File: src/rtl/gf16_sqscmul_sched.sv
// gf16_sqscmul_sched: sequencer for the masked GF(2^4) square-scale-multiply
// stage of the 2-share TI S-box.
//
// Ports:
//   clk, rst_n               clock, async active-low reset
//   flush                    sync clear of both pipeline valids
//   in_valid/in_ready        operand handshake (in_tag, in00/in01, in10/in11)
//   rnd_valid/rnd_ready      PRNG word handshake (rnd_data: [3:0]=r0, [7:4]=r1)
//   out_valid/out_ready      result handshake (out_tag, out0/out1)
//   starve_cnt               saturating count of randomness-starved cycles
//   busy                     any stage valid or operand pending
//
// GF(2^4) is polynomial basis mod x^4+x+1; SqSc(x) = NU * x^2.
module gf16_sqscmul_sched #(
    parameter int RND_DEPTH = 2,
    parameter int TAG_W     = 4
) (
    input  logic             clk,
    input  logic             rst_n,
    input  logic             flush,
    input  logic             in_valid,
    output logic             in_ready,
    input  logic [TAG_W-1:0] in_tag,
    input  logic [3:0]       in00,
    input  logic [3:0]       in01,
    input  logic [3:0]       in10,
    input  logic [3:0]       in11,
    input  logic             rnd_valid,
    output logic             rnd_ready,
    input  logic [7:0]       rnd_data,
    output logic             out_valid,
    input  logic             out_ready,
    output logic [TAG_W-1:0] out_tag,
    output logic [3:0]       out0,
    output logic [3:0]       out1,
    output logic [15:0]      starve_cnt,
    output logic             busy
);

    localparam int PW = $clog2(RND_DEPTH);
    localparam int CW = PW + 1;
    localparam logic [3:0] NU = 4'h9;

    function automatic logic [3:0] gmul(input logic [3:0] a, input logic [3:0] b);
        logic [6:0] p;
        p = '0;
        for (int i = 0; i < 4; i++) begin
            if (a[i]) p = p ^ ({3'b000, b} << i);
        end
        // x^4 = x+1, x^5 = x^2+x, x^6 = x^3+x^2
        return {p[3] ^ p[6],
                p[2] ^ p[5] ^ p[6],
                p[1] ^ p[4] ^ p[5],
                p[0] ^ p[4]};
    endfunction

    function automatic logic [3:0] sqsc(input logic [3:0] x);
        return gmul(NU, gmul(x, x));
    endfunction

    // Randomness FIFO
    logic [7:0]    mem [RND_DEPTH];
    logic [PW-1:0] wp, rp;
    logic [CW-1:0] cnt;
    logic          full, empty, push, accept;
    logic [3:0]    r0, r1;

    // Pipeline state
    logic             s1v;
    logic [3:0]       s1_0, s1_1, s1_2, s1_3;
    logic [TAG_W-1:0] s1_tag;
    logic             adv1, adv2;
    logic [3:0]       c0, c1, c2, c3;

    assign full      = (cnt == CW'(RND_DEPTH));
    assign empty     = (cnt == '0);
    assign rnd_ready = !full;
    assign push      = rnd_valid && !full;

    assign adv2     = !out_valid || out_ready;
    assign adv1     = !s1v || adv2;
    assign in_ready = !empty && adv1 && !flush;
    assign accept   = in_valid && in_ready;
    assign busy     = s1v | out_valid | in_valid;

    assign r0 = mem[rp][3:0];
    assign r1 = mem[rp][7:4];

    // Each share mixes at most one share index of each operand, so the
    // in0/in1 share pairs are only recombined after S1. SqSc is GF(2)-linear,
    // hence SqSc(a0^b0) ^ SqSc(a1^b1) = SqSc(in0^in1). The mask is arranged
    // so s1_0^s1_1 and s1_2^s1_3 each carry r1, cancelling in out0^out1.
    assign c0 = gmul(in00, in10) ^ sqsc(in00 ^ in10) ^ r0;
    assign c1 = gmul(in00, in11) ^ r0 ^ r1;
    assign c2 = gmul(in01, in10) ^ r0;
    assign c3 = gmul(in01, in11) ^ sqsc(in01 ^ in11) ^ r0 ^ r1;

    always_ff @(posedge clk or negedge rst_n) begin
        if (!rst_n) begin
            wp  <= '0;
            rp  <= '0;
            cnt <= '0;
            for (int i = 0; i < RND_DEPTH; i++) mem[i] <= '0;
        end else begin
            if (push) begin
                mem[wp] <= rnd_data;
                wp      <= wp + PW'(1);
            end
            if (accept) rp <= rp + PW'(1);
            cnt <= cnt + CW'(push) - CW'(accept);
        end
    end

    always_ff @(posedge clk or negedge rst_n) begin
        if (!rst_n) begin
            s1v    <= 1'b0;
            s1_0   <= '0;
            s1_1   <= '0;
            s1_2   <= '0;
            s1_3   <= '0;
            s1_tag <= '0;
        end else if (flush) begin
            s1v <= 1'b0;
        end else if (accept) begin
            s1v    <= 1'b1;
            s1_0   <= c0;
            s1_1   <= c1;
            s1_2   <= c2;
            s1_3   <= c3;
            s1_tag <= in_tag;
        end else if (adv2) begin
            s1v <= 1'b0;
        end
    end

    always_ff @(posedge clk or negedge rst_n) begin
        if (!rst_n) begin
            out_valid <= 1'b0;
            out0      <= '0;
            out1      <= '0;
            out_tag   <= '0;
        end else if (flush) begin
            out_valid <= 1'b0;
        end else if (adv2 && s1v) begin
            out_valid <= 1'b1;
            out0      <= s1_0 ^ s1_1;
            out1      <= s1_2 ^ s1_3;
            out_tag   <= s1_tag;
        end else if (out_ready) begin
            out_valid <= 1'b0;
        end
    end

    always_ff @(posedge clk or negedge rst_n) begin
        if (!rst_n) begin
            starve_cnt <= '0;
        end else if (in_valid && empty && adv1 && !flush
                     && starve_cnt != 16'hFFFF) begin
            starve_cnt <= starve_cnt + 16'd1;
        end
    end

endmodule

File: config.mk
export PLATFORM = sky130hd
export DESIGN_NAME = gf16_sqscmul_sched
export DESIGN_NICKNAME = d
export VERILOG_FILES = /design/src/rtl/gf16_sqscmul_sched.sv
export SDC_FILE = /design/constraint.sdc
export NUM_CORES = 1
export LEC_CHECK = 0
export ABC_CLOCK_PERIOD_IN_PS = 2000
export CORE_UTILIZATION = 49
export CTS_CLUSTER_DIAMETER = 200
export CTS_CLUSTER_SIZE = 40
export DETAILED_ROUTE_END_ITERATION = 8
export HOLD_SLACK_MARGIN = 0.05
export PLACE_DENSITY = 0.84
export SYNTH_ARGS = -nofsm -noshare
export SYNTH_HDL_FRONTEND = slang
export SYNTH_SLANG_ARGS = --single-unit
export TNS_END_PERCENT = 20
File: constraint.sdc
create_clock -name clk -period 2 [get_ports clk]
set_clock_uncertainty 0.1 [all_clocks]
set_input_delay 0.2 -clock clk [delete_from_list [all_inputs] [get_ports clk]]
set_output_delay 0.2 -clock clk [all_outputs]
set_load 0.02 [all_outputs]
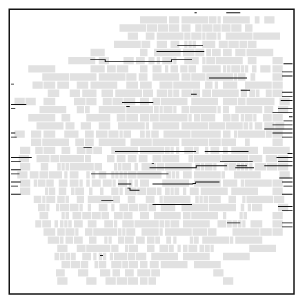
(images/layer_met3.png)
Scale: 3 px per um.
The longest straight run is 26.7 um. 57 nets have wire on it. The layer holds 4.2% of the routed length. The layer carries 397 um of wire. The wires run mostly horizontal.
Via Count: 3265
global routing usage on met3: 0.04589
final WL: 9.377 mm

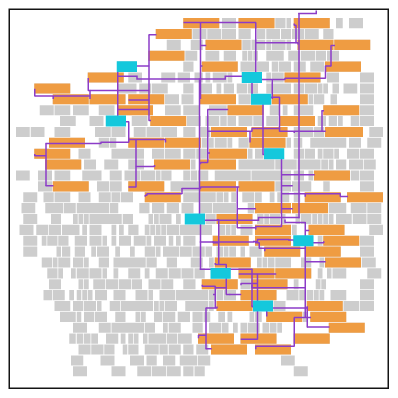
(images/clk_routes.png)
Scale: 4 px per um.
Key: clock wires = purple [length 889 um]; flip-flops = orange [count 70]; clock drivers = cyan [count 9]
Position of the flops: all over the die.
Clock group: 0.00106 W
clock latency on the worst-skew pair: 0.34 ns
clock group share of total power: 0.145

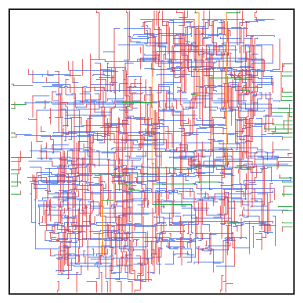
(images/wires.png)
Scale: 3 px per um.
Key: metal 1 = blue [wire length 4060 um]; metal 2 = red [wire length 4780 um]; metal 3 = green [wire length 397 um]; metal 4 = orange [wire length 141 um]

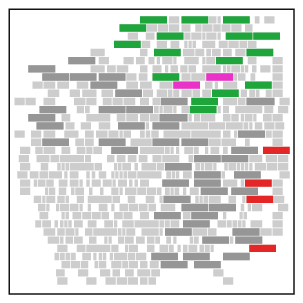
(images/flops_by_reg.png)
Scale: 3 px per um.
Key: cnt = magenta [flops 2]; out_tag = red [flops 4]; starve_cnt = green [flops 16]
Another 48 sequential cells are not colored.
Seq. pwr: 0.00245 W
utilization of the core after routing: 0.6783
sequential share of cell area: 0.3132
Storage cell area: 1754 um2

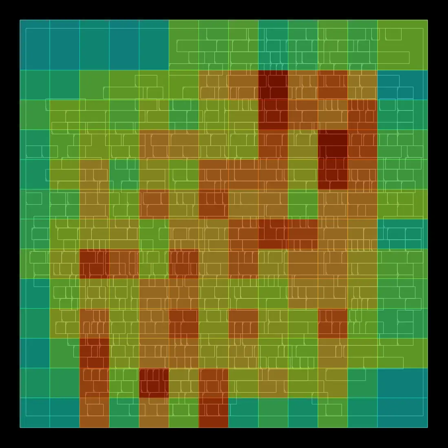
(images/congestion.png)
mean routed wirelength per cell: 14.79 um
met1 demand-to-capacity share in global routing: 0.2802
GRT Resource Usage Total: 0.2218

==> flow_summary.rst <==
Flow metrics
------------

.. list-table::
   :header-rows: 1

   * - Metric
     - Value
   * - Flip-flops with a built-in enable
     - 0
   * - Die X
     - 94.41 um
   * - Worst-Margin Slew
     - 0.4981 ns
   * - Initial antenna violation count
     - 0
   * - Vias per inst
     - 5.150
   * - Dominant kind of combinational cell
     - XOR/XNOR gates
   * - Sequential cell area fraction in the yosys report
     - 0.4187
   * - Share of synthesized registers carrying an async set or reset
     - 1.000
   * - CTS H-Tree Depth
     - 3
   * - Number of multi-input logic gates
     - 317
   * - Die boundary height
     - 94.41 um
   * - First-pass iteration count of the detailed router
     - 4
   * - Highest-power group
     - combinational logic
   * - Dominant register cell
     - dfrtp_1
   * - Complex Gates by Area
     - 0.05233
   * - Wire length the detailed router placed on met1
     - 4.059 mm
   * - Most repeated cell in the gate-level netlist after synthesis
     - nand2_1
   * - Wire length of the first global-routing pass
     - 15.06 mm
   * - CTS tree
     - yes
   * - Maximum number of pins on one net before global-route repair
     - 37
   * - Violated checks
     - setup timing
   * - Sw frac
     - 0.3608
   * - Stages on worst setup path
     - 8
   * - Most frequent cell on the critical path
     - ha_4
   * - Met2 Resource Use GR
     - 0.3756
   * - Power in combinational cells
     - 0.00380 W
   * - Inserted Clock Buffers
     - 9
   * - Number of hold buffers added after cts
     - 1
   * - Worst path bufs/invs
     - 2
   * - Die area
     - 8912 um2
   * - Number of tap cells inserted
     - 105
   * - Leading cell types in the layout, fill and taps excluded
     - nand2_1 (84), dfrtp_1 (68), xnor2_1 (64), clkdlybuf4s50_1 (61), buf_4 (54)
   * - Met3 Routed Length
     - 397 um
   * - Critical path launch point
     - out_valid$_DFFE_PN0P_
   * - Start-to-end type of the worst setup path
     - flop to flop
   * - Worst vdd ir
     - 0.5072 mV
   * - Status
     - finished with violations
   * - R2r endpoint
     - cnt[1]$_DFF_PN0_
   * - Crit path capture
     - cnt[1]$_DFF_PN0_
   * - Reg2reg start
     - out_valid$_DFFE_PN0P_
   * - Post-detail-place hpwl
     - 6.916 mm
   * - Worst hold slack
     - 0.2459 ns
   * - Overflow left after global routing
     - 0
   * - Cell total in the yosys stat output
     - 414
   * - Register-to-register setup slack
     - -0.07 ns
   * - Number of register bits inferred by synthesis
     - 70
   * - Count of distinct cell types in the synthesized netlist
     - 43
   * - Vias in the first global route
     - 3261
   * - Leak
     - 2.522 nW
   * - Sequential Power Share
     - 0.335
   * - Count of warning messages emitted by the tools
     - 29
   * - Fin worst setup slack
     - -0.06542 ns
   * - Number of antenna-violating nets in the routed design
     - 0
   * - Power density over cell area
     - 1307 nW/um2
   * - Class of the tightest hold or removal check
     - primary input to async pin
   * - Number of placement rows
     - 33
   * - Violation tally from detailed-route iteration zero
     - 106
   * - Adder Share, Synth
     - 0.02093
   * - Summed instance area of the synthesized netlist
     - 4184 um2
   * - Nature of the critical path endpoint
     - flop
   * - Dominant logic cell type in the layout
     - nand2_1
   * - Proportion of cell area occupied by multi-input gates
     - 0.4315
   * - Int Power
     - 0.004679 W
   * - Clk_buf instances
     - 13
   * - Share of post-route cells with drive strength above 1
     - 0.2231
   * - Data arrival time of the worst path
     - 2.22 ns
   * - Antenna diodes
     - 0
   * - Largest registers
     - mem x16, starve_cnt x16
   * - Final GP Congestion
     - 0.8309
   * - Cell chain of the critical path
     - and3b_1 > or4b_4 > clkinv_8 > ha_4 > inv_2 > ha_4 > xnor2_4 > xnor2_2
   * - Total net switching power
     - 0.002641 W
   * - Post-synthesis instance total
     - 414
   * - Count of instances resized after the clock tree is built
     - 7
   * - Post-synth top area cell
     - dfrtp_1
   * - Final critical delay including setup and external delays
     - 2.065 ns
   * - Area share, top type
     - 0.4187
   * - Synthesized area divided by synthesized cell count
     - 10.11 um2
   * - Tcrit/Tclk final
     - 1.033
   * - Clock transition at path regs
     - 0.08 ns
   * - Number of cells in the design after placement
     - 615
   * - Clock Network Area Fraction
     - 0.03328
   * - Yosys warning total
     - 0
   * - Number of cells traversed by the worst register-to-register path
     - 8
   * - Core Footprint
     - 8258 um2
   * - FP Util
     - 0.5067
   * - Nets
     - 565
   * - Max-slew headroom
     - 0.6664
   * - Leading post-synthesis cells by instance count
     - nand2_1 (84), dfrtp_1 (70), xnor2_1 (67)
   * - Clk root buf
     - clkbuf_8
   * - Top Metal Used
     - met4
   * - Setup repair after global routing missed its margin
     - yes
   * - Crit-path slowest cell
     - or4b_4
   * - Flop Count
     - 70
   * - Biggest cell delay along the critical path
     - 0.54 ns
   * - Post-synth mux share
     - 0.09031
   * - Buffer depth of the longest clock path
     - 2
   * - Non-Clock Buffer Count
     - 121
   * - Cell type group with the largest total delay on the critical path
     - simple AND/OR/NAND/NOR gates
   * - # Max-Cap Violations
     - 0
   * - Drt drc
     - 0
   * - TritonCTS Sinks
     - 70
   * - Number of buffers inserted by port buffering
     - 65
   * - Worst slack after detailed placement
     - -0.4193 ns
   * - Fmax
     - 484.2 MHz
   * - Floorplan Nets
     - 455
   * - Number of signal-net inverters in the final layout
     - 5
   * - YS chip area
     - 4184 um2
   * - Filler Cells Inserted
     - 615
   * - Fin cells
     - 634
   * - Layout Cell Area excl Fill
     - 5602 um2
   * - Most Used Layer, Global Route
     - met2
   * - Largest cell class by area
     - combinational gates
   * - Required time of the worst setup path
     - 2.16 ns
   * - Combinational Power Share
     - 0.520
   * - Total power of the final layout
     - 0.007320 W
   * - Area overhead of the layout relative to synthesis
     - 33.88%
   * - Post-CTS Setup Inserts
     - 0
   * - Final number of setup-violating endpoints
     - 1
   * - Area fraction in xor and xnor cells
     - 0.2431
   * - Area taken by multi-input logic gates
     - 2417 um2
   * - Length of routed met2 wiring
     - 4.780 mm
   * - Ports placed on the boundary
     - 66
   * - Final max-slew violation count
     - 0
   * - Largest driver fanout on the critical path
     - 4
   * - Post-synth area hogs
     - dfrtp_1 (42%), xnor2_1 (14%), nand2_1 (7.5%), mux2_2 (7.0%), xor2_1 (5.4%)
   * - Placed standard-cell area
     - 5323 um2
   * - Final hold violation count
     - 0
   * - Startpoint class of the critical path
     - flop
   * - Post-Route Setup TNS
     - -0.06542 ns
   * - Signal buf overhead
     - 0.1930
No activity file was given, so power comes from the tool's default toggle rates.
